## config.mk

```make
export PLATFORM = sky130hd
export DESIGN_NAME = registered_select_mux
export DESIGN_NICKNAME = d
export VERILOG_FILES = /design/src/rtl/rsm_pkg.sv /design/src/rtl/registered_select_mux_select_core.sv /design/src/rtl/registered_select_mux.sv
export SDC_FILE = /design/constraint.sdc
export NUM_CORES = 1
export LEC_CHECK = 0
export CAP_MARGIN = 10
export CORE_ASPECT_RATIO = 2
export CORE_MARGIN = 3
export CORE_UTILIZATION = 46
export CTS_CLUSTER_DIAMETER = 200
export DETAILED_ROUTE_END_ITERATION = 12
export PLACE_DENSITY = 0.86
export SYNTH_ARGS = -nofsm -noshare
export SYNTH_HDL_FRONTEND = slang
export SYNTH_SLANG_ARGS = --single-unit
```

## constraint.sdc

```tcl
create_clock -name clk -period 6.5 [get_ports clk]
set_clock_uncertainty 0.15 [all_clocks]
set_input_delay 1.3 -clock clk [delete_from_list [all_inputs] [get_ports clk]]
set_output_delay 1.3 -clock clk [all_outputs]
set_load 0.005 [all_outputs]
```

## src/rtl/rsm_pkg.sv

```systemverilog
// Shared constants and helpers for the registered one-hot AND-OR selector.
package rsm_pkg;

  localparam int MODE_OR   = 0;
  localparam int MODE_PRIO = 1;

  // Widest hit vector the helper below can scan; callers zero-extend into it.
  localparam int MAX_LINES = 64;

  function automatic int idx_width(input int lines);
    return (lines > 1) ? $clog2(lines) : 1;
  endfunction

  // Index of the lowest set bit, or 0 when no bit is set.
  function automatic int lowest_set_index(input logic [MAX_LINES-1:0] vec);
    int idx;
    idx = 0;
    for (int i = MAX_LINES - 1; i >= 0; i--) begin
      if (vec[i]) idx = i;
    end
    return idx;
  endfunction

endpackage

```

## src/rtl/registered_select_mux_select_core.sv

```systemverilog
// Combinational lane selector: hit vector and lane data to one result beat.
module select_core
  import rsm_pkg::*;
#(
  parameter int DATA_WIDTH    = 32,
  parameter int DATA_LINES    = 4,
  parameter int PRIORITY_MODE = MODE_OR
) (
  input  logic [DATA_WIDTH-1:0]            data_in [DATA_LINES],
  input  logic [DATA_LINES-1:0]            sel,
  output logic [DATA_WIDTH-1:0]            data,
  output logic [idx_width(DATA_LINES)-1:0] index,
  output logic                             multi_hit,
  output logic                             no_hit
);

  localparam int IDXW = idx_width(DATA_LINES);

  logic [DATA_WIDTH-1:0] masked [DATA_LINES];
  logic [DATA_WIDTH-1:0] or_data;
  logic [DATA_WIDTH-1:0] prio_data;
  int                    lowest;

  for (genvar gi = 0; gi < DATA_LINES; gi++) begin : g_mask
    assign masked[gi] = data_in[gi] & {DATA_WIDTH{sel[gi]}};
  end

  always_comb begin
    or_data   = '0;
    prio_data = '0;
    lowest    = lowest_set_index(MAX_LINES'(sel));
    for (int i = 0; i < DATA_LINES; i++) begin
      or_data = or_data | masked[i];
      // Masked lane keeps the priority result zero when nothing hits.
      if (i == lowest) prio_data = masked[i];
    end
    data      = (PRIORITY_MODE == MODE_PRIO) ? prio_data : or_data;
    index     = IDXW'(lowest);
    multi_hit = ($countones(sel) > 1);
    no_hit    = (sel == '0);
  end

endmodule

```

## src/rtl/registered_select_mux.sv

```systemverilog
// Registered one-hot selector with valid/ready handshake, skid buffer and
// saturating multi-hit error counter.
module registered_select_mux
  import rsm_pkg::*;
#(
  parameter int DATA_WIDTH    = 32,
  parameter int DATA_LINES    = 4,
  parameter int PRIORITY_MODE = MODE_OR,
  parameter int ERR_CNT_WIDTH = 16
) (
  input  logic                             clk,
  input  logic                             reset,
  input  logic [DATA_WIDTH-1:0]            data_in [DATA_LINES],
  input  logic [DATA_LINES-1:0]            sel,
  input  logic                             in_valid,
  output logic                             in_ready,
  output logic [DATA_WIDTH-1:0]            data_out,
  output logic [idx_width(DATA_LINES)-1:0] out_index,
  output logic                             out_multi_hit,
  output logic                             out_no_hit,
  output logic                             out_valid,
  input  logic                             out_ready,
  output logic [ERR_CNT_WIDTH-1:0]         err_count
);

  localparam int IDXW = idx_width(DATA_LINES);

  typedef struct packed {
    logic [DATA_WIDTH-1:0] data;
    logic [IDXW-1:0]       index;
    logic                  multi_hit;
    logic                  no_hit;
  } beat_t;

  beat_t                    new_beat;
  beat_t                    main_reg, main_next;
  beat_t                    skid_reg, skid_next;
  logic                     main_valid_reg, main_valid_next;
  logic                     skid_valid_reg, skid_valid_next;
  logic [ERR_CNT_WIDTH-1:0] err_count_reg, err_count_next;
  logic                     accept;
  logic                     out_xfer;

  select_core #(
    .DATA_WIDTH   (DATA_WIDTH),
    .DATA_LINES   (DATA_LINES),
    .PRIORITY_MODE(PRIORITY_MODE)
  ) u_select_core (
    .data_in  (data_in),
    .sel      (sel),
    .data     (new_beat.data),
    .index    (new_beat.index),
    .multi_hit(new_beat.multi_hit),
    .no_hit   (new_beat.no_hit)
  );

  // in_ready depends only on the skid register, never on out_ready.
  assign accept   = in_valid && !skid_valid_reg;
  assign out_xfer = main_valid_reg && out_ready;

  always_comb begin
    main_next       = main_reg;
    skid_next       = skid_reg;
    main_valid_next = main_valid_reg;
    skid_valid_next = skid_valid_reg;
    err_count_next  = err_count_reg;
    if (out_xfer && skid_valid_reg) begin
      main_next       = skid_reg;
      skid_valid_next = 1'b0;
    end else if (accept && (!main_valid_reg || out_xfer)) begin
      main_next       = new_beat;
      main_valid_next = 1'b1;
    end else if (accept) begin
      skid_next       = new_beat;
      skid_valid_next = 1'b1;
    end else if (out_xfer) begin
      main_valid_next = 1'b0;
    end
    if (accept && new_beat.multi_hit && (err_count_reg != '1)) begin
      err_count_next = err_count_reg + 1'b1;
    end
  end

  always_ff @(posedge clk) begin
    if (reset) begin
      main_reg       <= '0;
      skid_reg       <= '0;
      main_valid_reg <= 1'b0;
      skid_valid_reg <= 1'b0;
      err_count_reg  <= '0;
    end else begin
      main_reg       <= main_next;
      skid_reg       <= skid_next;
      main_valid_reg <= main_valid_next;
      skid_valid_reg <= skid_valid_next;
      err_count_reg  <= err_count_next;
    end
  end

  assign in_ready      = !skid_valid_reg;
  assign out_valid     = main_valid_reg;
  assign data_out      = main_reg.data;
  assign out_index     = main_reg.index;
  assign out_multi_hit = main_reg.multi_hit;
  assign out_no_hit    = main_reg.no_hit;
  assign err_count     = err_count_reg;

endmodule

```

met1.png
Supply wires on this layer in gray.
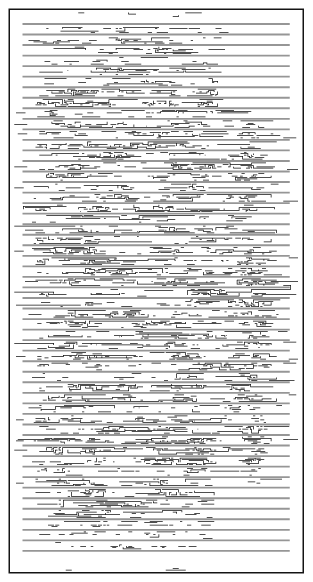
main direction = horizontal
nets with wire on the layer = 726
share of all routed wire = 35%

met2.png
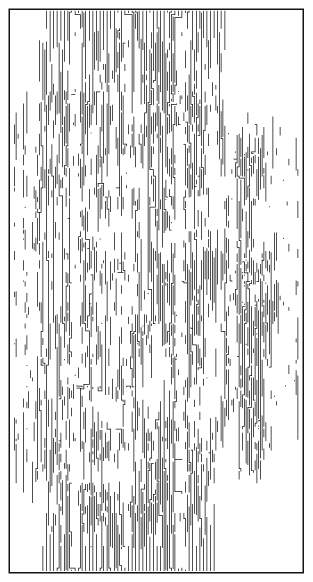
nets with wire on the layer = 724
longest straight run = 48.3 µm
wire length on this layer = 7680 µm
main direction = vertical
share of all routed wire = 56%

==> results.toml <==
# physical design summary
[outcome]
outcome = "complete, no violations"

[die]
io_pins = 190
chipWidth_um = 75.5
coreArea_um2 = 9380
die_area_um2 = 11000

[synth]
yosysTopAreaCellShare_pct = 40.5
ys_sh_simple_pct = 17.6
top_cells_by_area = "dfxtp_1, nor2_1, a211o_1"
yosys_cells = 530
xor_share_pct = 0
netlist_instances = 530
syn_area_per_cell_um2 = 8.39
synthArstFlopShare_pct = 0
mux_share_pct = 0.985

[power_and_ir_drop]
ir_drop_uv = 169
p_leak_nw = 2.48
finalPower_mw = 1.44

[cts]
cts_tree = "built"
cts-root-buf = "clkbuf_16"
clkLatencyLatePin_ns = 0.34
postCtsHoldBufs = 0

[run]
warnings = 30

[critical_path]
cp_slowest_cell = "or4_1"
start_kind = "input pin"
critPathTopFamily = "simple AND/OR/NAND/NOR gates"
worstPathRequired_ns = 6.61
critPathMostFrequentCell = "or4_1"
critPathKind = "input pin to register"
max_stage_delay_ns = 0.68

[cells_and_area]
n_fill_cell = 749
lay_top_count = "clkdlybuf4s50_1"
drive_above_1_share_pct = 4.64
area_growth_pct = 49.8

[global_routing]
grt_pass1_wl_um = 21700
antenna_found_initial = 0
grt.total_usage_pct = 25.1

[routing]
drc = 0
vias_per_cell = 6.07

[placed_design]
gp_congestion = 0.849

[timing]
setup_violations = 0
fin_crit_sh_pct = 69.6
hold_ws_ns = 0.304
met3.png
The bar under the picture is 20 µm long.
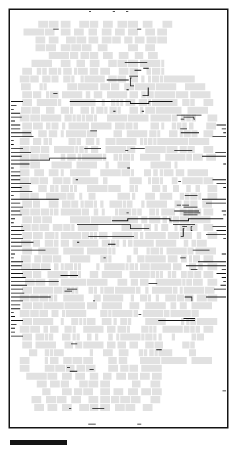
wire length on this layer = 692 µm
main direction = horizontal

met4.png
Supply wires on this layer in gray.
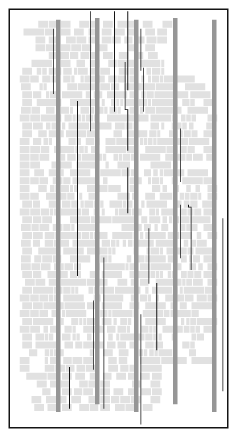
share of all routed wire = 4.0%
main direction = vertical
wire length on this layer = 553 µm

[worst min-delay path, delay by kind of cell, from the launching register on]
kind	cells	cell delay, ns
compound gates	1	0.05
flops	1	0.30
simple gates	1	0.05
[cell families (layout without fill, tap and decap cells)]
family,count (synthesis),in the layout
buffers and inverters,59,219
AND-OR/OR-AND,199,199
adder cells (fa/ha/maj),8,8
AND/OR/NAND/NOR,170,170
flip-flops,90,90
multiplexers,4,4
[per-layer routing]
layer	wire, µm	vias up	track usage (%)
li1	-	2313	-
met1	4790	2274	26.0
met2	7680	194	45.1
met3	692	41	5.06
met4	553	0	12.3
met5	0	-	0
[through the flow]
| stage | area, µm² | std cells | worst slack, ns | utilization, % |
|---|---|---|---|---|
| finish | 6660 | 794 | 1.98 | 71.0 |
| global route | 6660 | 794 | 1.84 | 71.0 |
| CTS | 6660 | 794 | 1.99 | 70.9 |
| detailed placement | 6350 | 780 | 1.63 | 67.6 |
| global placement | 6350 | 780 | 1.76 | 67.6 |
| floorplan | 4450 | 530 | 2.20 | - |
[worst paths after layout]
kind / start / end / slack [ns] / cells after the start
worst min register to register: data_out[9] / data_out[9] / 0.30 / 2
worst max register to register: err_count[7] / err_count[5] / 3.92 / 4
worst max-delay path: sel[2] / err_count[15] / 1.98 / 10
worst min-delay path: data_out[9] / data_out[9] / 0.30 / 2
[cell type report]
type / count / area, µm² / share of cell area, %
clock buffers: 11 / 243 / 3.64
repair buffers: 197 / 1950 / 29.2
flip-flops and latches: 90 / 1800 / 27.0
clock inverters: 3 / 65.1 / 0.977
multi-input cells: 381 / 2440 / 36.7
well taps: 104 / 130 / 1.95
inverters: 8 / 30.0 / 0.451
[Yosys cell counts (3+ instances only)]
library cell	number
a22o_1	32
nand2_1	43
a211o_1	32
ha_1	7
o21ai_0	5
nand4_1	6
a211oi_1	36
or4_1	9
inv_1	8
a21oi_1	49
nor4_1	5
or3_1	4
clkbuf_1	42
dfxtp_1	90
nand3_1	7
mux2_2	3
nor3_1	6
a221oi_1	32
and2_1	3
buf_1	7
o31ai_1	8
nor2b_1	3
nor2_1	76
[where the power goes]
part	leakage, nW	switching (mW)	internal [mW]	total [mW]
clock network	0.151	0.201	0.342	0.544
registers	0.735	0.0209	0.585	0.606
logic	1.59	0.118	0.172	0.289
Power figures rest on the tool's default switching activity, not on a simulated workload.
